==> config.mk <==
export PLATFORM = sky130hd
export DESIGN_NAME = im_arbiter
export DESIGN_NICKNAME = d
export VERILOG_FILES = /design/src/rtl/im_arbiter.sv
export SDC_FILE = /design/constraint.sdc
export NUM_CORES = 1
export LEC_CHECK = 0
export ABC_AREA = 1
export ABC_CLOCK_PERIOD_IN_PS = 1570
export CORE_ASPECT_RATIO = 2
export CORE_MARGIN = 1.5
export CORE_UTILIZATION = 24
export CTS_BUF_LIST = sky130_fd_sc_hd__clkbuf_4 sky130_fd_sc_hd__clkbuf_8
export DETAILED_ROUTE_END_ITERATION = 8
export MAX_ROUTING_LAYER = met4
export PLACE_DENSITY = 0.89
export RECOVER_POWER = 50
export SETUP_SLACK_MARGIN = 0.05
export SLEW_MARGIN = 20
export SYNTH_ARGS = -nofsm -noshare
export SYNTH_HDL_FRONTEND = slang
export SYNTH_SLANG_ARGS = --single-unit
==> constraint.sdc <==
create_clock -name clk -period 1.57 [get_ports clk]
set_clock_uncertainty 0.2 [all_clocks]
set_input_delay 0.2355 -clock clk [delete_from_list [all_inputs] [get_ports clk]]
set_output_delay 0.2355 -clock clk [all_outputs]
set_load 0.005 [all_outputs]
==> src/rtl/im_arbiter.sv <==
// im_arbiter: round-robin arbiter sharing the image-memory port between the picture engine
// and the clock renderer. Define IMARB_TIMEOUT_EN to force-end bursts longer than MAX_BURST.
module im_arbiter #(
    parameter int MAX_BURST = 256
) (
    input  logic        clk,
    input  logic        reset_n,
    input  logic        pic_req,
    input  logic        cr_req,
    input  logic        pic_last,
    input  logic        cr_last,
    input  logic [19:0] pic_a,
    input  logic [19:0] cr_a,
    input  logic [23:0] pic_d,
    input  logic [23:0] cr_d,
    input  logic        pic_wen,
    input  logic        cr_wen,
    output logic        pic_gnt,
    output logic        cr_gnt,
    output logic [19:0] IM_A,
    output logic [23:0] IM_D,
    output logic        IM_WEN,
    output logic        busy,
    output logic        preempt,
    output logic [1:0]  dbg_state,
    output logic [7:0]  dbg_beats,
    output logic        dbg_at_limit
);
    // Handshake: a requester holds req high while it wants the port. gnt marks every cycle it
    // owns the port; the owner ends its burst by raising last on the final beat or by dropping
    // req (that cycle is still granted). The port is re-arbitrated in the cycle after the end.

    typedef enum logic [1:0] {
        IDLE    = 2'd0,
        GNT_PIC = 2'd1,
        GNT_CR  = 2'd2
    } state_t;

    localparam logic [7:0] LIMIT = 8'(MAX_BURST - 1);

    state_t     state;
    state_t     state_nxt;
    logic       last_owner;
    logic       last_owner_nxt;
    logic [7:0] beats;
    logic [7:0] beats_nxt;
    logic       owner_req;
    logic       owner_last;
    logic       timeout;
    logic       burst_end;

    always_ff @(posedge clk or negedge reset_n) begin
        if (!reset_n) begin
            state      <= IDLE;
            last_owner <= 1'b1;
            beats      <= '0;
        end else begin
            state      <= state_nxt;
            last_owner <= last_owner_nxt;
            beats      <= beats_nxt;
        end
    end

    always_comb begin
        owner_req  = 1'b0;
        owner_last = 1'b0;
        case (state)
            GNT_PIC: begin
                owner_req  = pic_req;
                owner_last = pic_last;
            end
            GNT_CR: begin
                owner_req  = cr_req;
                owner_last = cr_last;
            end
            default: ;
        endcase
    end

    assign dbg_at_limit = (beats == LIMIT);

`ifdef IMARB_TIMEOUT_EN
    logic other_req;

    always_comb begin
        other_req = 1'b0;
        case (state)
            GNT_PIC: other_req = cr_req;
            GNT_CR:  other_req = pic_req;
            default: ;
        endcase
    end

    // Only a waiting competitor can cut a long burst short.
    assign timeout = busy && dbg_at_limit && other_req;
`else
    assign timeout = 1'b0;
`endif

    assign preempt   = timeout;
    assign burst_end = (state == IDLE) || owner_last || !owner_req || timeout;

    always_comb begin
        state_nxt      = state;
        last_owner_nxt = last_owner;
        beats_nxt      = beats;
        if (burst_end) begin
            // On a tie the requester that did not own the port most recently wins.
            state_nxt = IDLE;
            if (pic_req && (!cr_req || last_owner)) begin
                state_nxt = GNT_PIC;
            end else if (cr_req) begin
                state_nxt = GNT_CR;
            end
            if (state_nxt != IDLE) begin
                beats_nxt      = '0;
                last_owner_nxt = (state_nxt == GNT_CR);
            end
        end else if (beats != 8'hFF) begin
            beats_nxt = beats + 8'd1;
        end
    end

    assign pic_gnt = (state == GNT_PIC);
    assign cr_gnt  = (state == GNT_CR);
    assign busy    = pic_gnt || cr_gnt;

    always_comb begin
        IM_A   = '0;
        IM_D   = '0;
        IM_WEN = 1'b1;
        if (pic_gnt) begin
            IM_A   = pic_a;
            IM_D   = pic_d;
            IM_WEN = pic_wen;
        end else if (cr_gnt) begin
            IM_A   = cr_a;
            IM_D   = cr_d;
            IM_WEN = cr_wen;
        end
    end

    assign dbg_state = state;
    assign dbg_beats = beats;

endmodule

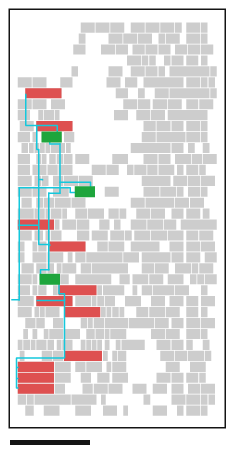
*Clock wires, drivers and flops, run 1*
The bar under the picture is 20 um long.
clock wires: in cyan, length 206 um. cells driving clock nets: in green, count 3. flip-flops: in red, count 11.
There are 4 routed clock nets.

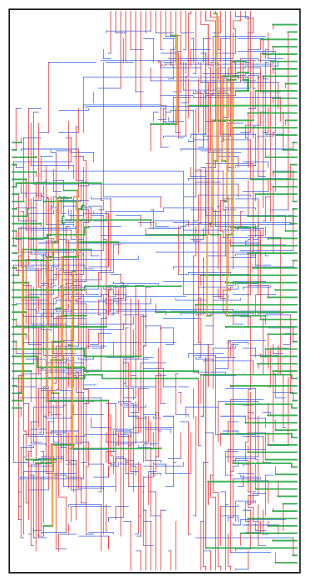
*Metal layers overlaid, run 1*
met3: in green, wire length 929 um. met2: in red, wire length 4,140 um. met1: in blue, wire length 2,540 um. met4: in orange, wire length 316 um.

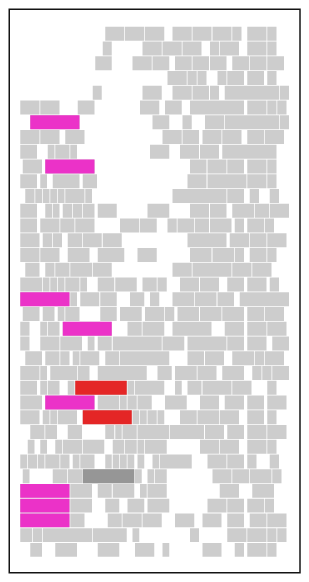
*Where the registers sit, run 1*
Other sequential cells in the stronger gray, the rest of the logic in the fainter gray.
dbg_beats: in magenta, sequential cells 8. dbg_state: in red, sequential cells 2.
Another 1 sequential cells are not colored.

==> run 1: registers in the layout, indices dropped and copies added, names as in the netlist <==
register and flops:
dbg_beats 8, dbg_state 2, last_owner 1
==> run 1: final cells by class <==
class                   instances  area [um2]  area share (%)
multi-input cells             126         978            28.1
inverters                      15        66.3            1.90
repair buffers                217        2050            58.7
clock buffers                   3        41.3            1.18
clock inverters                 1        5.00           0.144
well taps                      57        71.3            2.05
flip-flops and latches         11         278            7.97
==> run 1: final timing paths <==
kind	from	to	slack, ns
hold reg to reg	last_owner$_DFFE_PN1P_	last_owner$_DFFE_PN1P_	0.26
hold / removal	last_owner$_DFFE_PN1P_	last_owner$_DFFE_PN1P_	0.26
min in group asynchronous	reset_n	dbg_beats[3]$_DFFE_PN0P_	0.34
max in group asynchronous	reset_n	dbg_state[0]$_DFFE_PN0P_	0.36
setup reg to reg	dbg_state[1]$_DFFE_PN0P_	dbg_beats[1]$_DFFE_PN0P_	-0.45
setup / recovery	dbg_state[1]$_DFFE_PN0P_	IM_D[1]	-0.59
==> run 1: metrics by stage <==
| stage | hold WS (ns) | utilization [%] | setup WS, ns | TNS, ns | std cells |
|---|---|---|---|---|---|
| global route | 0.282 | 71.7 | -0.644 | -29.48 | 430 |
| global placement | 0.254 | 62.1 | -0.488 | -24.28 | 391 |
| finish | 0.263 | 71.7 | -0.594 | -26.63 | 430 |
| CTS | 0.0911 | 70.1 | -0.581 | -26.24 | 428 |
| floorplan | -0.260 | - | -0.110 | -4.48 | 160 |
| detailed placement | 0.254 | 62.1 | -0.518 | -25.82 | 391 |
==> run 1: per-layer routing <==
layer / vias up / wire, um
li1: 1009 / -
met1: 998 / 2540
met2: 162 / 4140
met3: 36 / 928
met4: 0 / 316
met5: - / 0
==> results.rst, run 1 <==
Flow metrics
------------

.. list-table::
   :header-rows: 1

   * - Metric
     - Value
   * - Cell count of the worst hold path
     - 2
   * - Run status
     - complete, but fails checks
   * - Min cycle time layout
     - 2.16 ns
   * - Final HPWL DP
     - approximately 5.4 mm
   * - First DRT Iteration DRCs
     - ~86
   * - Worst-margin pin slew
     - 0.673 ns
   * - Die Ht
     - between 100 and 150 um
   * - Cell count after synthesis
     - approximately 160
   * - Post-layout period usage
     - 138%
   * - Arrival @ worst endpoint
     - approximately 1.7 ns
   * - Violated checks
     - setup timing
   * - Vias in the first global route
     - around 2,300
   * - Die Size
     - approximately 5500 um2
   * - Cell resize tally after clock tree synthesis
     - 243
   * - Sum of internal, switching and leakage power
     - roughly 0.0018 W
   * - Post-synthesis async set-or-reset flop share
     - 100%
   * - Buffers from clock root to sink, at most
     - 2
   * - Skew-Pair Late Insertion Delay
     - around 0.25 ns
   * - Area share of and-or/or-and cells after synthesis
     - approximately a third
   * - Setup-failing EPs final
     - roughly 60
   * - Number of levels the H-tree was split into
     - 1
   * - Startpoint kind of the worst setup timing path
     - flip-flop
   * - Combinational-cell power consumption
     - about 0.0012 W
   * - Yosys synthesis warning count
     - 0
   * - Ports placed on the boundary
     - roughly 160
   * - Most frequent logic cells in the routed design
     - sky130_fd_sc_hd__clkdlybuf4s50_1 (94), sky130_fd_sc_hd__a22o_1 (44), sky130_fd_sc_hd__buf_2 (40)
   * - Worst setup margin
     - -0.594 ns
   * - Floorplan Utilization
     - ~25%
   * - Clock share of power
     - around 16%
   * - First-pass GRT wire length
     - around 11 mm
   * - Synthesized-area fraction occupied by and/or/nand/nor cells
     - 25.7%
   * - Number of max-cap violations
     - 0
   * - Top Family by Delay on Critical Path
     - buffers and inverters
   * - Post-Syn Area
     - roughly 1200 um2
   * - Synth top cells by count
     - sky130_fd_sc_hd__a22o_1 (44), sky130_fd_sc_hd__nand2_1 (33), sky130_fd_sc_hd__nand3_1 (16)
   * - Relative contribution of sequential cells to total power
     - between 10% and 20%
   * - Antenna violations before repair
     - 0
==> inputs of run 2 (changes only) <==
--- a/config.mk
+++ b/config.mk
@@ -10,7 +10,7 @@
 export CORE_ASPECT_RATIO = 2
 export CORE_MARGIN = 1.5
 export CORE_UTILIZATION = 24
-export CTS_BUF_LIST = sky130_fd_sc_hd__clkbuf_4 sky130_fd_sc_hd__clkbuf_8
+export CTS_BUF_LIST = sky130_fd_sc_hd__clkbuf_8
 export DETAILED_ROUTE_END_ITERATION = 8
 export MAX_ROUTING_LAYER = met4
 export PLACE_DENSITY = 0.89
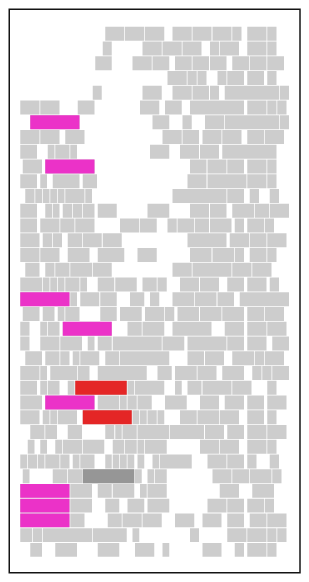
*Where the registers sit, run 2*
Other sequential cells in the stronger gray, the rest of the logic in the fainter gray.
dbg_beats: in magenta, sequential cells 8. dbg_state: in red, sequential cells 2.
Another 1 sequential cells are not colored.

==> run 2 against run 1 <==
The run still ends with setup timing left. First-iteration DRC count unchanged. Critical path depth did not move. Non-clock buffer count did not move. Critical endpoint unchanged. Combinational power is essentially flat. Synthesized area did not move. Sequential power barely moved. Largest power group unchanged. Design area unchanged. Via count unchanged. Setup slack is the same. Total power unchanged. Highest routed layer unchanged.
==> results.rst, run 2 <==
Flow metrics
------------

.. list-table::
   :header-rows: 1

   * - Metric
     - Value
   * - Run status
     - complete, but fails checks
   * - Violated checks
     - setup timing
   * - Buffers from clock root to sink, at most
     - 2 (unchanged)
   * - Register-to-register path setup slack
     - -0.45 ns (about the same)
   * - Flip-flop count of the largest register, all copies and words added
     - 8 (unchanged)
   * - Setup slack at placement
     - -0.518 ns (unchanged)
   * - Launching instance or port of the critical path
     - dbg_state[1]$_DFFE_PN0P_
   * - TNS Setup
     - -26.63 ns (unchanged)
   * - Die Ht
     - 104 um (unchanged)
   * - Yosys synthesis warning count
     - 0 (unchanged)
   * - Worst setup margin
     - -0.594 ns (unchanged)
   * - First DRT Iteration DRCs
     - 86 (unchanged)
   * - Cell count of the worst hold path
     - 2 (unchanged)
   * - Source of the worst register-to-register timing path
     - dbg_state[1]$_DFFE_PN0P_
   * - Min-delay src
     - last_owner$_DFFE_PN1P_
   * - Number of cells after detailed placement
     - 391 (unchanged)
   * - Ports placed on the boundary
     - 156 (unchanged)
   * - Skew-Pair Late Insertion Delay
     - 0.25 ns (about the same)
   * - Sum of internal, switching and leakage power
     - 0.00184 W (unchanged)
   * - Worst-margin pin slew
     - 0.673 ns (unchanged)
   * - Post-synthesis async set-or-reset flop share
     - 100% (unchanged)
   * - Setup-failing EPs final
     - 61 (unchanged)
   * - Die Size
     - 5530 um2 (unchanged)
   * - RR Endpoint
     - dbg_beats[1]$_DFFE_PN0P_
   * - Minimum hold slack
     - 0.263 ns (unchanged)
   * - Cell count after synthesis
     - 160 (unchanged)
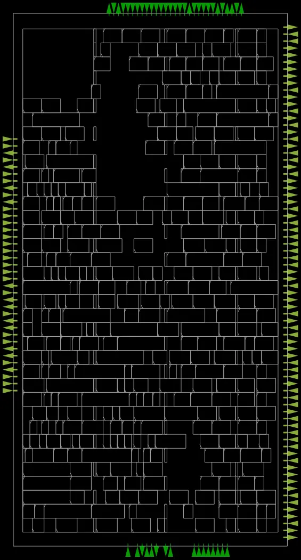
*Cell placement, run 2*
Tapcell Cnt: 57
Final Non-Filler Cells: 430
sequential share of cell area: 7.97%
flop count: 11
core box area: 4860 um2

## run 2: cell counts after synthesis
Identical to the previous run, type by type.
## run 2: metal layers
layer | vias up | wire, um | global-route usage [%]
li1 | 1009 | - | -
met1 | 998 | 2540 | 25.9
met2 | 162 | 4140 | 49.3
met3 | 36 | 928 | 9.94
met4 | 0 | 316 | 14.7
met5 | - | 0 | -
## run 2: cell type report
class	count	area (um2)
clock buffer	3	41.3
clock inverter	1	5.00
fill	355	1380
inverter	15	66.3
multi-input combinational	126	978
sequential	11	278
tap	57	71.3
timing repair buffer	217	2050
## run 2: how the worst max path moves through the flow
stage | to | slack, ns | depth (start not counted)
after floorplan | dbg_beats[3]$_DFFE_PN0P_ | -0.11 | 9
after global placement | IM_A[1] | -0.49 | 7
after detailed placement | IM_A[1] | -0.52 | 7
after CTS | IM_D[1] | -0.58 | 10
after global routing | IM_D[1] | -0.64 | 9
final | IM_D[1] | -0.59 | 10
## run 2: cells by family (layout without fill, tap and decap cells)
group                    count (synthesis)  after routing  synth area share, %
AND-OR/OR-AND                           51             51                 35.3
adder cells (fa/ha/maj)                  5              5                 5.14
buffers and inverters                   25            236                 10.8
flip-flops                              11             11                 22.7
other                                    1              1                0.308
AND/OR/NAND/NOR                         67             69                 25.7
## run 2: through the flow
stage	util, %	area [um2]
floorplan	-	1250
global placement	62.1	3020
detailed placement	62.1	3020
CTS	70.1	3410
global route	71.7	3490
finish	71.7	3490
## run 2: power by group through the flow
stage / clock network (W) / logic (W) / registers, W
after CTS: 0.000307 / 0.00116 / 0.000310
after detailed placement: 0 / 0.00100 / 0.000313
final: 0.000302 / 0.00123 / 0.000310
after global routing: 0.000309 / 0.00131 / 0.000311
after floorplan: 0 / 0.000339 / 0.000316
after global placement: 0 / 0.000986 / 0.000313
==> inputs of run 3 (changes only) <==
--- a/config.mk
+++ b/config.mk
@@ -12,6 +12,7 @@
 export CORE_UTILIZATION = 24
 export CTS_BUF_LIST = sky130_fd_sc_hd__clkbuf_8
 export DETAILED_ROUTE_END_ITERATION = 8
+export GPL_ROUTABILITY_DRIVEN = 0
 export MAX_ROUTING_LAYER = met4
 export PLACE_DENSITY = 0.89
 export RECOVER_POWER = 50
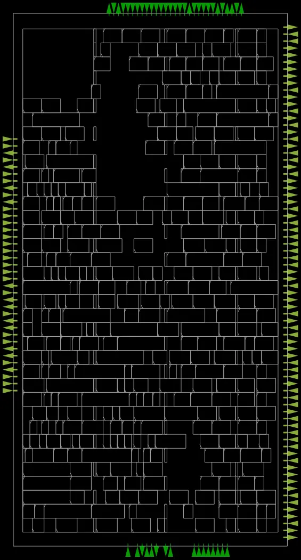
*Cell placement, run 3*
Cell Rows: 36
Layout fillers: 355
final core occ: 71.7%

==> run 3 against run 2 <==
The flow still finishes with violations (setup timing). Non-clock buffer count stayed put. Routed wire length stayed put. Clock power about the same. Design area did not move.
==> results.rst, run 3 <==
Flow metrics
------------

.. list-table::
   :header-rows: 1

   * - Metric
     - Value
   * - GR peak layer
     - met2
   * - Cell count of the worst hold path
     - 2 (unchanged)
   * - Syn avg cell area
     - around 7.6 um2
   * - Post-synthesis async set-or-reset flop share
     - 100% (unchanged)
   * - Setup-failing EPs final
     - 61 (unchanged)
   * - Met3 usage in global routing
     - 9.94% (unchanged)
   * - Logic family by area
     - AND-OR/OR-AND gates
   * - Synthesized-area fraction occupied by and/or/nand/nor cells
     - 25.7% (unchanged)
   * - Register-to-register path setup slack
     - -0.45 ns (about the same)
   * - Xor and xnor area share after synthesis
     - 0% (unchanged)
   * - Skew-Pair Late Insertion Delay
     - 0.25 ns (about the same)
   * - Run status
     - complete, but fails checks
   * - Met1 Use GR
     - 25.9% (unchanged)
   * - Cell count after synthesis
     - 160 (unchanged)
   * - MUX share of area
     - 0% (unchanged)
   * - Post-synthesis adder-cell area fraction
     - 5.14% (unchanged)
   * - Min-delay src
     - last_owner$_DFFE_PN1P_
   * - Violated checks
     - setup timing
   * - Buffers from clock root to sink, at most
     - 2 (unchanged)
   * - Worst setup margin
     - -0.594 ns (unchanged)
   * - Flip-flop count of the largest register, all copies and words added
     - 8 (unchanged)
   * - TNS Setup
     - -26.63 ns (unchanged)
   * - Yosys synthesis warning count
     - 0 (unchanged)
   * - Type of the worst setup path
     - flip-flop to primary output
   * - Worst-margin pin slew
     - 0.673 ns (unchanged)
   * - Number of buffer and inverter stages on the critical path
     - 7
   * - RR Endpoint
     - dbg_beats[1]$_DFFE_PN0P_
   * - Source of the worst register-to-register timing path
     - dbg_state[1]$_DFFE_PN0P_
   * - Core box area
     - 4860 um2 (unchanged)
   * - Leading cell types by total area after synthesis
     - sky130_fd_sc_hd__a22o_1 (32%), sky130_fd_sc_hd__dfrtp_1 (21%), sky130_fd_sc_hd__nand2_1 (10%)
   * - Die Size
     - 5530 um2 (unchanged)
   * - Sum of internal, switching and leakage power
     - 0.00184 W (unchanged)
   * - Met2 Resource Use GR
     - 49.3% (unchanged)
   * - Die Ht
     - 104 um (unchanged)
   * - Launching instance or port of the critical path
     - dbg_state[1]$_DFFE_PN0P_
   * - Ports placed on the boundary
     - 156 (unchanged)
   * - Endpoint of the most critical setup path
     - IM_D[1]
   * - Setup slack at placement
     - -0.518 ns (unchanged)
   * - Area share of and-or/or-and cells after synthesis
     - 35.3% (unchanged)
   * - First DRT Iteration DRCs
     - 86 (unchanged)
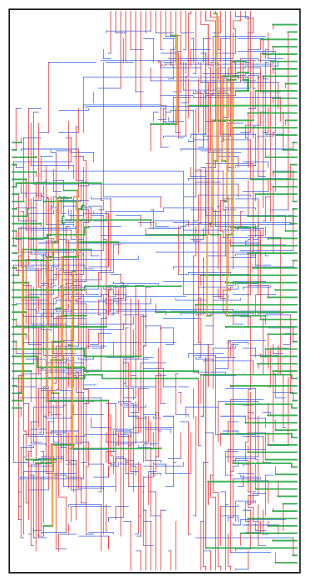
*Metal layers overlaid, run 3*
met4: in orange, wire length 316 um. met1: in blue, wire length 2,540 um. met2: in red, wire length 4,140 um. met3: in green, wire length 929 um.

==> run 3: cell counts after synthesis <==
Identical to the previous run, type by type.
==> run 3: logic make-up after synthesis <==
logic type | Yosys count
AND-OR/OR-AND | 51
buffers and inverters | 25
flip-flops | 11
AND/OR/NAND/NOR | 67
adder cells (fa/ha/maj) | 5
other | 1
==> run 3: routing by layer <==
layer	wire length (um)	up-vias	part of all wire (%)
li1	-	1009	-
met1	2540	998	32
met2	4140	162	52
met3	928	36	12
met4	316	0	4.0
met5	0	-	0
==> run 3: worst min-delay path, delay by kind of cell, from the launching register on <==
| family | cells | cell delay, ns |
|---|---|---|
| flip-flops | 1 | 0.36 |
| AND/OR/NAND/NOR | 2 | 0.09 |
==> run 3: power by group through the flow <==
stage	combinational (W)	clock [W]	sequential [W]
floorplan	0.000339	0	0.000316
global placement	0.000986	0	0.000313
detailed placement	0.00100	0	0.000313
CTS	0.00116	0.000307	0.000310
global route	0.00131	0.000309	0.000311
finish	0.00123	0.000302	0.000310
==> run 3: per-stage QoR <==
| step | instance area (um2) | std cells | utilization, % |
|---|---|---|---|
| floorplan | 1250 | 160 | - |
| global placement | 3020 | 391 | 62.1 |
| detailed placement | 3020 | 391 | 62.1 |
| CTS | 3410 | 428 | 70.1 |
| global route | 3490 | 430 | 71.7 |
| finish | 3490 | 430 | 71.7 |
==> run 3: layout make-up <==
class | instances | area [um2]
multi-input cells | 126 | 978
fillers | 355 | 1380
repair buffers | 217 | 2050
inverters | 15 | 66.3
flip-flops and latches | 11 | 278
well taps | 57 | 71.3
clock buffers | 3 | 41.3
clock inverters | 1 | 5.00
==> run 3: repair_timing <==
action | CTS | global route
setup buffers | 28 | 4
cloned | 7 | 1
pin swaps | 20 | 19
gates resized | 243 | 30
setup endpoints to repair | 70 | 63
No activity file was given, so power comes from the tool's default toggle rates.
